run_1/cell_density.png
The die is cut into 18 by 18 equal tiles; white is low, dark blue is high, 0 to 100% covered.
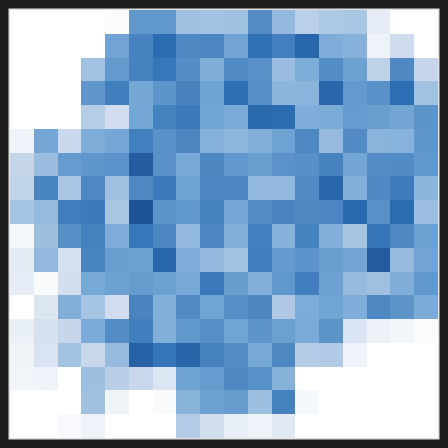
run_1/layer_met4.png
The bar under the picture is 50 um long. Supply wires on this layer in grey. Cells faint in the background.
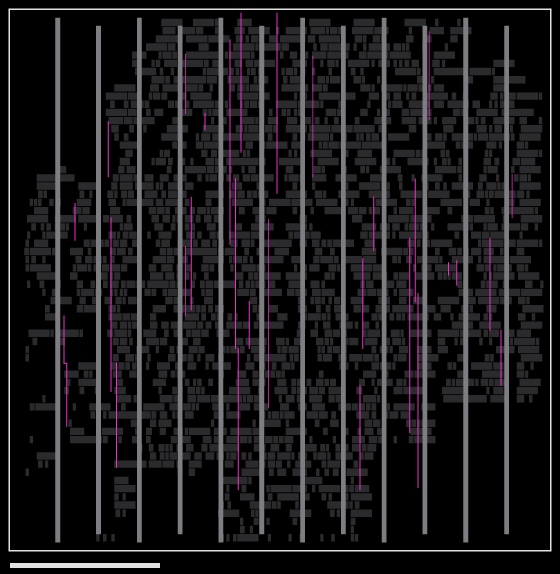
run_1/layer_met1.png
Supply wires on this layer in grey.
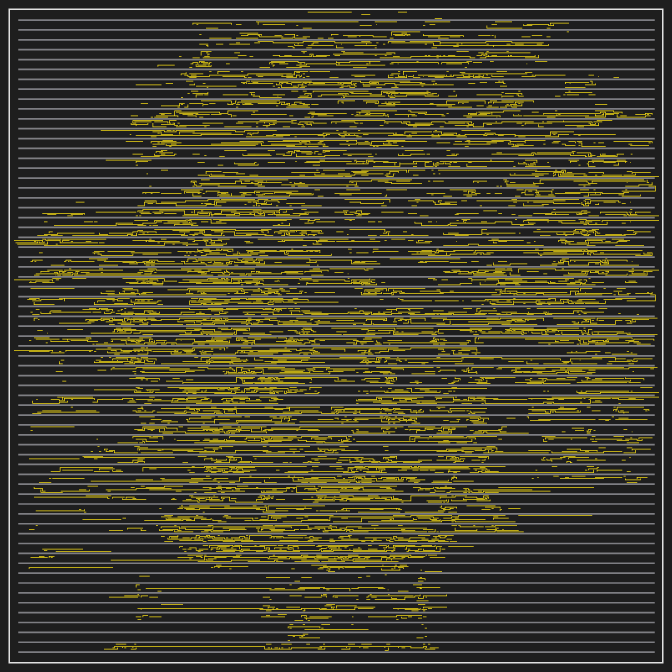
run_1/congestion.png
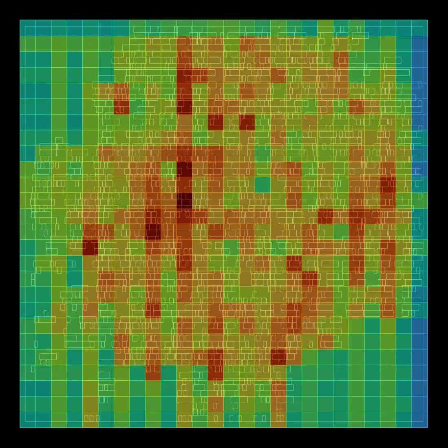
==> config.mk <==
export PLATFORM = sky130hd
export DESIGN_NAME = muldiv_seq_flat
export DESIGN_NICKNAME = d
export VERILOG_FILES = /design/src/rtl/muldiv_seq_pkg.sv /design/src/rtl/muldiv_seq_if.sv /design/src/rtl/muldiv_step.sv /design/src/rtl/muldiv_seq.sv /design/src/flat_wrapper.sv
export SDC_FILE = /design/constraint.sdc
export NUM_CORES = 1
export LEC_CHECK = 0
export CAP_MARGIN = 15
export CORE_MARGIN = 2
export CORE_UTILIZATION = 39
export CTS_BUF_LIST = sky130_fd_sc_hd__clkbuf_8
export CTS_CLUSTER_DIAMETER = 30
export DETAILED_ROUTE_END_ITERATION = 10
export DONT_BUFFER_PORTS = 1
export PLACE_DENSITY = 0.6
export RECOVER_POWER = 50
export SYNTH_ARGS = -nofsm -noshare
export SYNTH_HDL_FRONTEND = slang
export SYNTH_SLANG_ARGS = --single-unit
==> constraint.sdc <==
create_clock -name Clk -period 3.8 [get_ports Clk]
set_input_delay 0.57 -clock Clk [delete_from_list [all_inputs] [get_ports Clk]]
set_output_delay 0.57 -clock Clk [all_outputs]
set_load 0.05 [all_outputs]
==> flow_summary.yaml <==
# physical design summary
outcome:
  status: "finished with violations"
  failed_checks: "max-capacitance violations, max-slew violations"
timing:
  hold_ws_ns: 0.0678
  postLayoutSetupSlackWorst_ns: 0.269
  final_max_slew_viol_count: 40
  final_hold_vio_count: 0
  setup-tns-final_ns: 0
  grt_setup_unrepaired: "false"
  max-slew-margin-rel: -0.158
  period_used_share: 0.929
  finalSetupViolations: 0
synthesis:
  syn_area_per_cell_um2: 7.89
  seq_area_frac_synth: 0.335
  yosys-stat-area_um2: 12000
  netlist_instances: 1524
  ys_cells: 1524
  synth_cell_type_count: 66
  ys_dominant_reg_cell: "dfxtp_1"
  syn_area_um2: 12000
  mappedNetlistNets: 1666
global_route:
  wire_length_of_the_first_global_routing_pass_um: 57000
  leftover_overflow_at_the_end_of_global_routing: 0
  global_route.usage.total: 0.216
  grt_start_max_net_pins: 172
  grt_pass1_vias: 10400
final_layout:
  layout_top_cells_excl_fill_tap: "nand2_1 (228), dfxtp_1 (199), a21oi_1 (169)"
  layout-drive-gt1-share: 0.0965
  layout.cells.most_common: "nand2_1"
  area_growth_pct: 14.8
hold_path:
  min_path_cells: 1
floorplan:
  die_height_um: 180
clock_network:
  numCtsBuffers: 50
  cts.sinks: 201
  ctsHtreeMaxLevel: 2
  clock_latency_ns: 0.58
  clock_tree_from_tritoncts: "done"
  clockRootBuffer: "clkbuf_8"
placement:
  place.gp.congestion: 0.941
  io_buffers: 0
pwr:
  netSwitchingFraction: 0.450
  share_seq_of_total_power: 0.313
  power.density_cell_area_nw_per_um2: 972
  p_int_w: 0.00738
setup_path:
  cp.required_ns: 4.25
  timing_worst_setup_path_type: "flop to flop"
  critical_path.max_fanout: 13
job:
  log.warning_count: 36
  cap_violations: 1
route:
  detail_route.first_pass.iterations: 5
  route.antenna.remaining_nets: 0
## Picture notes: cell_density.png
fullest tile: 86%
tiles over 75% full: 4.9%
nearly empty tiles: 16%
mean over tiles: 41%
final core utilization: 0.452
Core ar.: 30500 um^2
Starting Density: 0.394

## Picture notes: layer_met4.png
share of all routed wire: 2.8%
nets with wire on the layer: 17
main direction: vertical
wire length on this layer: 999 um
longest straight run: 68.0 um
wire length reported by the detailed router: 36100 um
total via count in the routed design: 11000

## Picture notes: layer_met1.png
main direction: horizontal
longest straight run: 42.3 um
met1 track demand over resource: 0.290

## Picture notes: congestion.png
GR peak layer: met2
met2 Usage GRT: 0.347
wire per inst: 18.5 um

run 1: critical path, stage by stage (launching register included):
cell and delay (ns):
dfxtp_2 0.37, buf_4 0.20, and2_1 0.17, ha_1 0.33, a21oi_1 0.29, nand3_1 0.13
a21oi_1 0.25, nor4_1 0.09, buf_4 0.15, a41oi_1 0.20, buf_4 0.18, o41ai_2 0.06
buf_4 0.16, a221o_1 0.36, a21oi_1 0.21, mux2i_1 0.21, a211oi_1 0.05
run 1: per-stage QoR:
| stage | utilization | area [um^2] | instances |
|---|---|---|---|
| CTS | 0.453 | 13800 | 1950 |
| finish | 0.452 | 13800 | 1950 |
| floorplan | - | 12000 | 1524 |
| global placement | 0.409 | 12500 | 1858 |
| detailed placement | 0.409 | 12500 | 1858 |
| global route | 0.452 | 13800 | 1950 |
run 1: cells in the mapped netlist, types with 30 or more instances:
master | instances | area, um^2
inv_1 | 45 | 169
dfxtp_1 | 201 | 4020
ha_1 | 71 | 888
nor2_1 | 152 | 571
a21o_1 | 30 | 225
o21ai_0 | 47 | 235
a211oi_1 | 77 | 578
clkbuf_1 | 80 | 300
xnor2_1 | 36 | 315
o211ai_1 | 42 | 315
a21oi_1 | 169 | 846
mux2i_1 | 70 | 701
and2_1 | 38 | 238
nand2_1 | 228 | 856
run 1: per-layer routing:
metal | GRT usage | share of wire | vias up
met5 | 0 | 0 | -
met4 | 0.0676 | 0.028 | 0
met3 | 0.0462 | 0.076 | 69
met2 | 0.347 | 0.45 | 339
met1 | 0.290 | 0.45 | 5142
li1 | - | - | 5433
run 1: cell type report:
cell class                 count  area [um^2]
clock buffer                  58          798
clock inverter                34          527
fill                        3119        16700
inverter                      45          169
multi-input combinational   1181         7480
sequential                   201         4030
tap                          396          495
timing repair buffer          35          307
run 1: what timing repair did:
| action | 4_1_cts | 5_1_grt |
|---|---|---|
| endpoints found under the setup margin | 0 | 1 |
| setup buffers | 0 | 0 |
| resized | 0 | 1 |
run 1: power by group through the flow:
stage / clock network, W / registers (W) / logic [W]
3_3_place_gp: 0 / 0.00422 / 0.00566
4_1_cts: 0.00350 / 0.00419 / 0.00575
6_report: 0.00344 / 0.00419 / 0.00579
2_1_floorplan: 0 / 0.00396 / 0.00449
3_5_place_dp: 0 / 0.00424 / 0.00572
5_1_grt: 0.00361 / 0.00427 / 0.00640
run 1: cells by family after synthesis:
family          Yosys count  share of synthesized area
xor+xnor                 58                     0.0422
mux                      78                     0.0658
flops                   201                      0.335
buf+inv                 142                     0.0456
compound gates          455                      0.246
fa+ha+maj                73                     0.0772
simple gates            517                      0.189
Power is estimated from default activity; no workload was simulated.
